--- src/rtl/mdu_pkg.sv ---
// ============================================================================
// Module   : mdu_pkg
// Brief    : Shared op encodings, FSM states and default width for the MDU.
// Revision : 1.0 - initial release
// ============================================================================
`default_nettype none

package mdu_pkg;

    localparam int MDU_WIDTH_DEFAULT = 32;

    localparam logic [1:0] MDU_OP_MULTU = 2'b00;
    localparam logic [1:0] MDU_OP_MULT  = 2'b01;
    localparam logic [1:0] MDU_OP_DIVU  = 2'b10;
    localparam logic [1:0] MDU_OP_DIV   = 2'b11;

    typedef enum logic [1:0] {
        MDU_ST_IDLE = 2'd0,
        MDU_ST_CALC = 2'd1,
        MDU_ST_FIX  = 2'd2,
        MDU_ST_DONE = 2'd3
    } mdu_state_t;

endpackage

`default_nettype wire

--- src/rtl/mdu_datapath.sv ---
// ============================================================================
// Module   : mdu_datapath
// Brief    : Iterative shift-add multiply / restoring divide on magnitudes,
//            with sign correction presented combinationally on o_hi/o_lo.
//            Signed handling is compiled in only when MDU_SIGNED_EN is defined.
// Revision : 1.0 - initial release
// ============================================================================
`default_nettype none

module mdu_datapath
    import mdu_pkg::*;
#(
    parameter int WIDTH = MDU_WIDTH_DEFAULT
) (
    input  logic             clk,
    input  logic             reset_n,
    input  logic             i_load,
    input  logic             i_step,
    input  logic [1:0]       i_op,
    input  logic [WIDTH-1:0] i_a,
    input  logic [WIDTH-1:0] i_b,
    output logic [WIDTH-1:0] o_hi,
    output logic [WIDTH-1:0] o_lo
);

`ifdef MDU_SIGNED_EN
    localparam logic c_SIGNED_EN = 1'b1;
`else
    localparam logic c_SIGNED_EN = 1'b0;
`endif

    logic [2*WIDTH-1:0] r_acc;
    logic [WIDTH-1:0]   r_opnd;
    logic [WIDTH-1:0]   r_a_raw;
    logic               r_is_div;
    logic               r_neg_lo;
    logic               r_neg_hi;
    logic               r_b_zero;

    logic               w_is_div;
    logic               w_signed;
    logic               w_sa;
    logic               w_sb;
    logic [WIDTH-1:0]   w_mag_a;
    logic [WIDTH-1:0]   w_mag_b;
    logic [WIDTH:0]     w_sum;
    logic [WIDTH:0]     w_shift;
    logic [WIDTH:0]     w_diff;
    logic               w_ge;
    logic [2*WIDTH-1:0] w_mul_next;
    logic [2*WIDTH-1:0] w_div_next;

    assign w_is_div = (i_op == MDU_OP_DIVU) || (i_op == MDU_OP_DIV);
    assign w_signed = c_SIGNED_EN & ((i_op == MDU_OP_MULT) || (i_op == MDU_OP_DIV));
    assign w_sa     = w_signed & i_a[WIDTH-1];
    assign w_sb     = w_signed & i_b[WIDTH-1];
    assign w_mag_a  = w_sa ? -i_a : i_a;
    assign w_mag_b  = w_sb ? -i_b : i_b;

    // Multiply: acc = {partial product, remaining multiplier bits}
    assign w_sum      = {1'b0, r_acc[2*WIDTH-1:WIDTH]} + (r_acc[0] ? {1'b0, r_opnd} : '0);
    assign w_mul_next = {w_sum, r_acc[WIDTH-1:1]};

    // Divide: acc = {partial remainder, dividend bits shifting into quotient}
    assign w_shift    = {r_acc[2*WIDTH-1:WIDTH], r_acc[WIDTH-1]};
    assign w_diff     = w_shift - {1'b0, r_opnd};
    assign w_ge       = (w_shift >= {1'b0, r_opnd});
    assign w_div_next = w_ge ? {w_diff[WIDTH-1:0],  r_acc[WIDTH-2:0], 1'b1}
                             : {w_shift[WIDTH-1:0], r_acc[WIDTH-2:0], 1'b0};

    always_ff @(posedge clk or negedge reset_n) begin
        if (!reset_n) begin
            r_acc    <= '0;
            r_opnd   <= '0;
            r_a_raw  <= '0;
            r_is_div <= 1'b0;
            r_neg_lo <= 1'b0;
            r_neg_hi <= 1'b0;
            r_b_zero <= 1'b0;
        end else if (i_load) begin
            r_acc    <= {{WIDTH{1'b0}}, (w_is_div ? w_mag_a : w_mag_b)};
            r_opnd   <= w_is_div ? w_mag_b : w_mag_a;
            r_a_raw  <= i_a;
            r_is_div <= w_is_div;
            r_neg_lo <= w_sa ^ w_sb;
            r_neg_hi <= w_sa;
            r_b_zero <= (i_b == '0);
        end else if (i_step) begin
            r_acc    <= r_is_div ? w_div_next : w_mul_next;
        end
    end

    always_comb begin
        o_hi = r_acc[2*WIDTH-1:WIDTH];
        o_lo = r_acc[WIDTH-1:0];
        if (r_is_div) begin
            if (r_b_zero) begin
                o_hi = r_a_raw;
                o_lo = '1;
            end else begin
                if (r_neg_lo) o_lo = -r_acc[WIDTH-1:0];
                if (r_neg_hi) o_hi = -r_acc[2*WIDTH-1:WIDTH];
            end
        end else if (r_neg_lo) begin
            {o_hi, o_lo} = -r_acc;
        end
    end

endmodule

`default_nettype wire

--- src/rtl/mult_div_unit.sv ---
// ============================================================================
// Module   : mult_div_unit
// Brief    : Fixed-latency multiply/divide unit with HI/LO registers, flush
//            and MTHI/MTLO writes. Signed ops enabled by MDU_SIGNED_EN.
// Revision : 1.0 - initial release
// ============================================================================
`default_nettype none

module mult_div_unit
    import mdu_pkg::*;
#(
    parameter int WIDTH = MDU_WIDTH_DEFAULT
) (
    input  logic             clk,
    input  logic             reset_n,
    input  logic             start,
    input  logic [1:0]       op,
    input  logic [WIDTH-1:0] a,
    input  logic [WIDTH-1:0] b,
    input  logic             flush,
    input  logic             hi_we,
    input  logic             lo_we,
    input  logic [WIDTH-1:0] wdata,
    output logic             busy,
    output logic             done,
    output logic [WIDTH-1:0] hi,
    output logic [WIDTH-1:0] lo
);

    localparam int                 c_CNT_W    = $clog2(WIDTH);
    localparam logic [c_CNT_W-1:0] c_CNT_LAST = c_CNT_W'(WIDTH - 1);

    mdu_state_t         r_state;
    mdu_state_t         w_next;
    logic [c_CNT_W-1:0] r_cnt;
    logic               w_load;
    logic               w_step;
    logic               w_commit;
    logic [WIDTH-1:0]   w_res_hi;
    logic [WIDTH-1:0]   w_res_lo;

    always_ff @(posedge clk or negedge reset_n) begin
        if (!reset_n) r_state <= MDU_ST_IDLE;
        else          r_state <= w_next;
    end

    always_comb begin
        w_next   = r_state;
        busy     = 1'b0;
        done     = 1'b0;
        w_load   = 1'b0;
        w_step   = 1'b0;
        w_commit = 1'b0;
        case (r_state)
            MDU_ST_IDLE: begin
                if (start) begin
                    w_load = 1'b1;
                    w_next = MDU_ST_CALC;
                end
            end
            MDU_ST_CALC: begin
                busy = 1'b1;
                if (flush) begin
                    w_next = MDU_ST_IDLE;
                end else begin
                    w_step = 1'b1;
                    if (r_cnt == c_CNT_LAST) w_next = MDU_ST_FIX;
                end
            end
            MDU_ST_FIX: begin
                busy = 1'b1;
                if (flush) begin
                    w_next = MDU_ST_IDLE;
                end else begin
                    w_commit = 1'b1;
                    w_next   = MDU_ST_DONE;
                end
            end
            MDU_ST_DONE: begin
                done   = 1'b1;
                w_next = MDU_ST_IDLE;
            end
            default: w_next = MDU_ST_IDLE;
        endcase
    end

    // Counter runs only while iterating; any other cycle returns it to zero.
    always_ff @(posedge clk or negedge reset_n) begin
        if (!reset_n)    r_cnt <= '0;
        else if (w_step) r_cnt <= r_cnt + 1'b1;
        else             r_cnt <= '0;
    end

    // A start in IDLE takes priority over a simultaneous MTHI/MTLO write.
    always_ff @(posedge clk or negedge reset_n) begin
        if (!reset_n) begin
            hi <= '0;
            lo <= '0;
        end else if (w_commit) begin
            hi <= w_res_hi;
            lo <= w_res_lo;
        end else if ((r_state == MDU_ST_IDLE) && !start) begin
            if (hi_we) hi <= wdata;
            if (lo_we) lo <= wdata;
        end
    end

    mdu_datapath #(
        .WIDTH (WIDTH)
    ) u_datapath (
        .clk     (clk),
        .reset_n (reset_n),
        .i_load  (w_load),
        .i_step  (w_step),
        .i_op    (op),
        .i_a     (a),
        .i_b     (b),
        .o_hi    (w_res_hi),
        .o_lo    (w_res_lo)
    );

endmodule

`default_nettype wire

--- config.mk ---
export PLATFORM = sky130hd
export DESIGN_NAME = mult_div_unit
export DESIGN_NICKNAME = d
export VERILOG_FILES = /design/src/rtl/mdu_pkg.sv /design/src/rtl/mdu_datapath.sv /design/src/rtl/mult_div_unit.sv
export SDC_FILE = /design/constraint.sdc
export NUM_CORES = 1
export LEC_CHECK = 0
export CELL_PAD_IN_SITES_DETAIL_PLACEMENT = 0
export CELL_PAD_IN_SITES_GLOBAL_PLACEMENT = 1
export CORE_UTILIZATION = 49
export CTS_BUF_LIST = sky130_fd_sc_hd__clkbuf_16
export CTS_CLUSTER_DIAMETER = 60
export DETAILED_ROUTE_END_ITERATION = 6
export DONT_BUFFER_PORTS = 1
export MAX_ROUTING_LAYER = met4
export PLACE_DENSITY = 0.82
export SLEW_MARGIN = 25
export SYNTH_ARGS = -nofsm -noshare
export SYNTH_HDL_FRONTEND = slang
export SYNTH_SLANG_ARGS = --single-unit
export TNS_END_PERCENT = 5
--- constraint.sdc ---
create_clock -name clk -period 4.3 [get_ports clk]
set_clock_uncertainty 0.05 [all_clocks]
set_input_delay 0.86 -clock clk [delete_from_list [all_inputs] [get_ports clk]]
set_output_delay 0.86 -clock clk [all_outputs]
set_load 0.1 [all_outputs]
Figure 1. Track usage over the die.
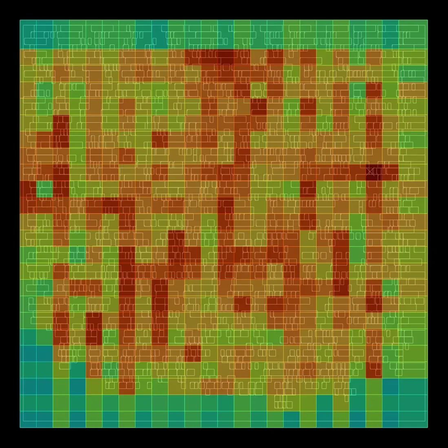
grt met2 use: 49.49%
GRT met3 Usage: 5.991%
Core Util, Final: 54.26%
wire per inst: 21.29 um
global route hottest layer: met2

Figure 2. Signal wires on met2.
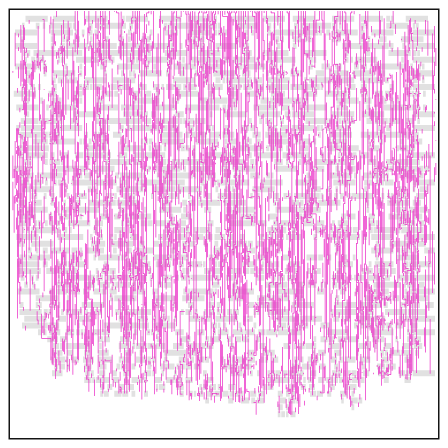
The longest straight run is 63.6 um. 1506 nets have wire on it. The layer holds 48% of the routed length.

Figure 3. Met3 routing.
Scale bar: 50 um.
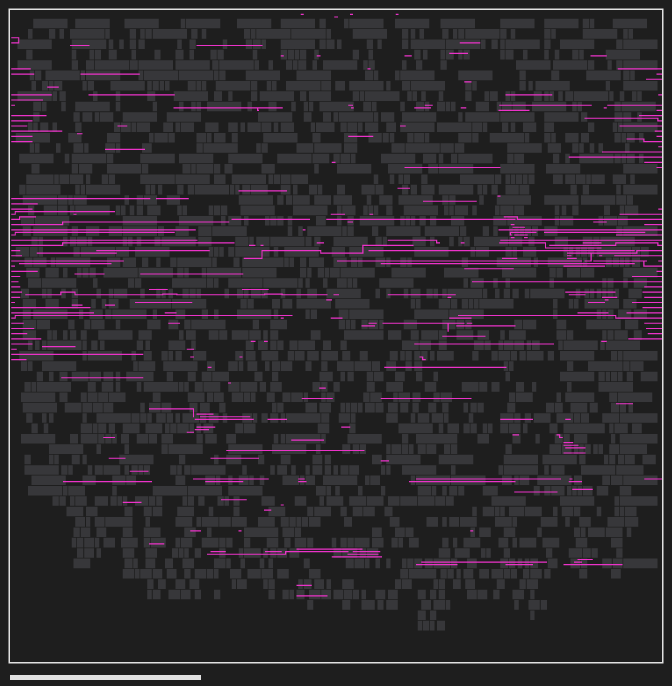
The wires run mostly horizontal. The layer holds 6.5% of the routed length. The longest straight run is 72.5 um. 195 nets have wire on it.

Figure 4. Signal wires by layer.
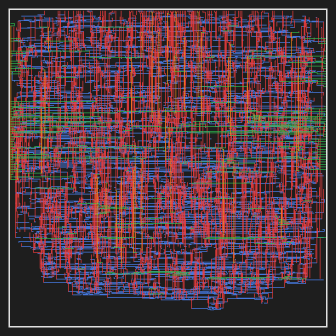
Key: blue = metal 1 [wire length 18700 um]; green = metal 3 [wire length 2870 um]; red = metal 2 [wire length 21.2 mm]; orange = metal 4 [wire length 1280 um]

Figure 5. Clock wires, drivers and flops.
Scale bar: 50 um.
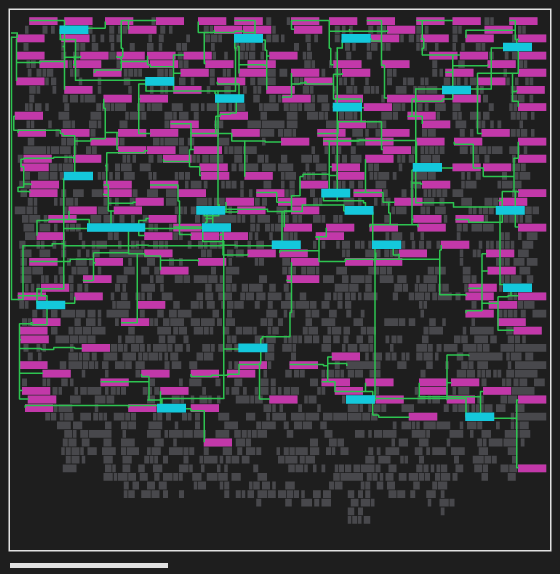
Key: magenta = flip-flops [count 201]; cyan = clock drivers [count 25]; green = clock wires [length 2930 um]
There are 26 routed clock nets.

==> out/results.ini <==
[synthesis]
xor_share_pct = 3.199
ys_sh_simple_pct = 19.80
yosysWarnings = 0
ys_cells = 1736
avgSynthCellArea_um2 = 8.043
fp_nets = 1913
flop_cell = dfrtp_1
mux_share_pct = 7.464
synth-adder-area-share_pct = 6.649
synthArstFlopShare_pct = 100.0
syn_inst = 1736

[critical_path]
arrival_ps = 4110
reg2regPathDepth = 13
crit_buf_inv = 2
setup.worst_path.end = u_datapath.r_acc[62]$_DFFE_PN0P_
end_kind = register
start_kind = register
path_max_fanout = 3
r2r-end = u_datapath.r_acc[62]$_DFFE_PN0P_
rr_startpoint = u_datapath.r_acc[31]$_DFFE_PN0P_
crit_chain = inv_1, ha_1, inv_1, fa_1, a211oi_1, nor2_1, o311ai_1, a211oi_1, nand4bb_1, and4b_1, nor3_1, o311ai_0, a22o_1
r2r_slack_ps = 560

[die]
io_pins = 170
rows = 61
fp_util_pct = 49.99
die_area_um2 = 29180

[routing]
drtAntennaViolNets = 0
drc = 1
vias = 12650
top_layer = met4
drt-vias-per-instance = 6.125
drt_pass1_iterations = 7
routed_wl_um = 43990
met2_length_um = 21190

[layout]
seq_area_share_pct = 33.21
largest_class = multi-input combinational cells
inverters = 45
syn_to_final_growth_pct = 8.548
final_area_um2 = 15160
layout_top_cell = nand2_1
layout.nonclk_buf_share_pct = 2.064
logic_gate_count = 1373
largest_reg_flops = 64
nets = 1848
layout.cells.non_filler = 2066
largest-register = u_datapath.r_acc
drive_above_1_share_pct = 4.621
mi_logic_area_um2 = 8353
lay_top_cells = 366 x nand2_1, 200 x dfrtp_1, 157 x o21ai_0
clk_share_pct = 5.382
fillCellCount = 2733
clockBufferCount = 25

[cts]
cts_root_buffer = clkbuf_16
path_clk_slew_ps = 60
clk_latency_ps = 520
clock_path_buffers = 3
cts_buffers = 25

[place]
dpl.cell_count = 2015
gp_congestion = 0.9170
place_ws_ps = 676.5
dp_hpwl_um = 31080

[outcome]
status = finished with violations
violations = DRC

[power_and_ir_drop]
p_switching_mw = 8.042
combPwrFrac_pct = 45.4
p_leak_nw = 6.940
vdd_drop_max_v = 0.0004985
report.power.total_mw = 14.75
pg_comb_mw = 6.70
top_power_group = combinational cells

[min_path]
hold_path_class = in -> async

[grt]
grt_antenna_before_repair = 0
gr-usage-met1_pct = 38.03
grt_start_max_net_pins = 202
grt-ovfl-total = 0
grt.total_usage_pct = 30.32

[sta]
grt_setup_unrepaired = no
fin_setup_tns_ps = 0
finalSetupViolCount = 0
finalWorstSetupSlack_ps = 556.5
maxSlewViolCount = 0

[run]
tool_warnings = 33

==> cell usage after synthesis, drive strengths merged (7+ instances only) <==
master / instances / area (um2)
nand2: 368 / 1381
dfrtp: 201 / 5030
o21ai: 159 / 795.8
a21oi: 134 / 670.6
mux2i: 103 / 1031
nor2: 97 / 364.1
clkbuf: 94 / 352.8
ha: 71 / 888.4
o211ai: 51 / 382.9
nand3: 48 / 240.2
a31oi: 47 / 294.0
inv: 45 / 168.9
and2: 43 / 269.0
xnor2: 32 / 280.3
a21o: 29 / 217.7
buf: 23 / 100.1
a211oi: 19 / 147.6
xor2: 19 / 166.4
nand4: 15 / 93.84
nor4: 13 / 81.33
nor3: 11 / 55.05
nand2b: 10 / 62.56
o21a: 10 / 75.07
nor2b: 8 / 50.05
o21bai: 8 / 60.06
o31ai: 7 / 66.31
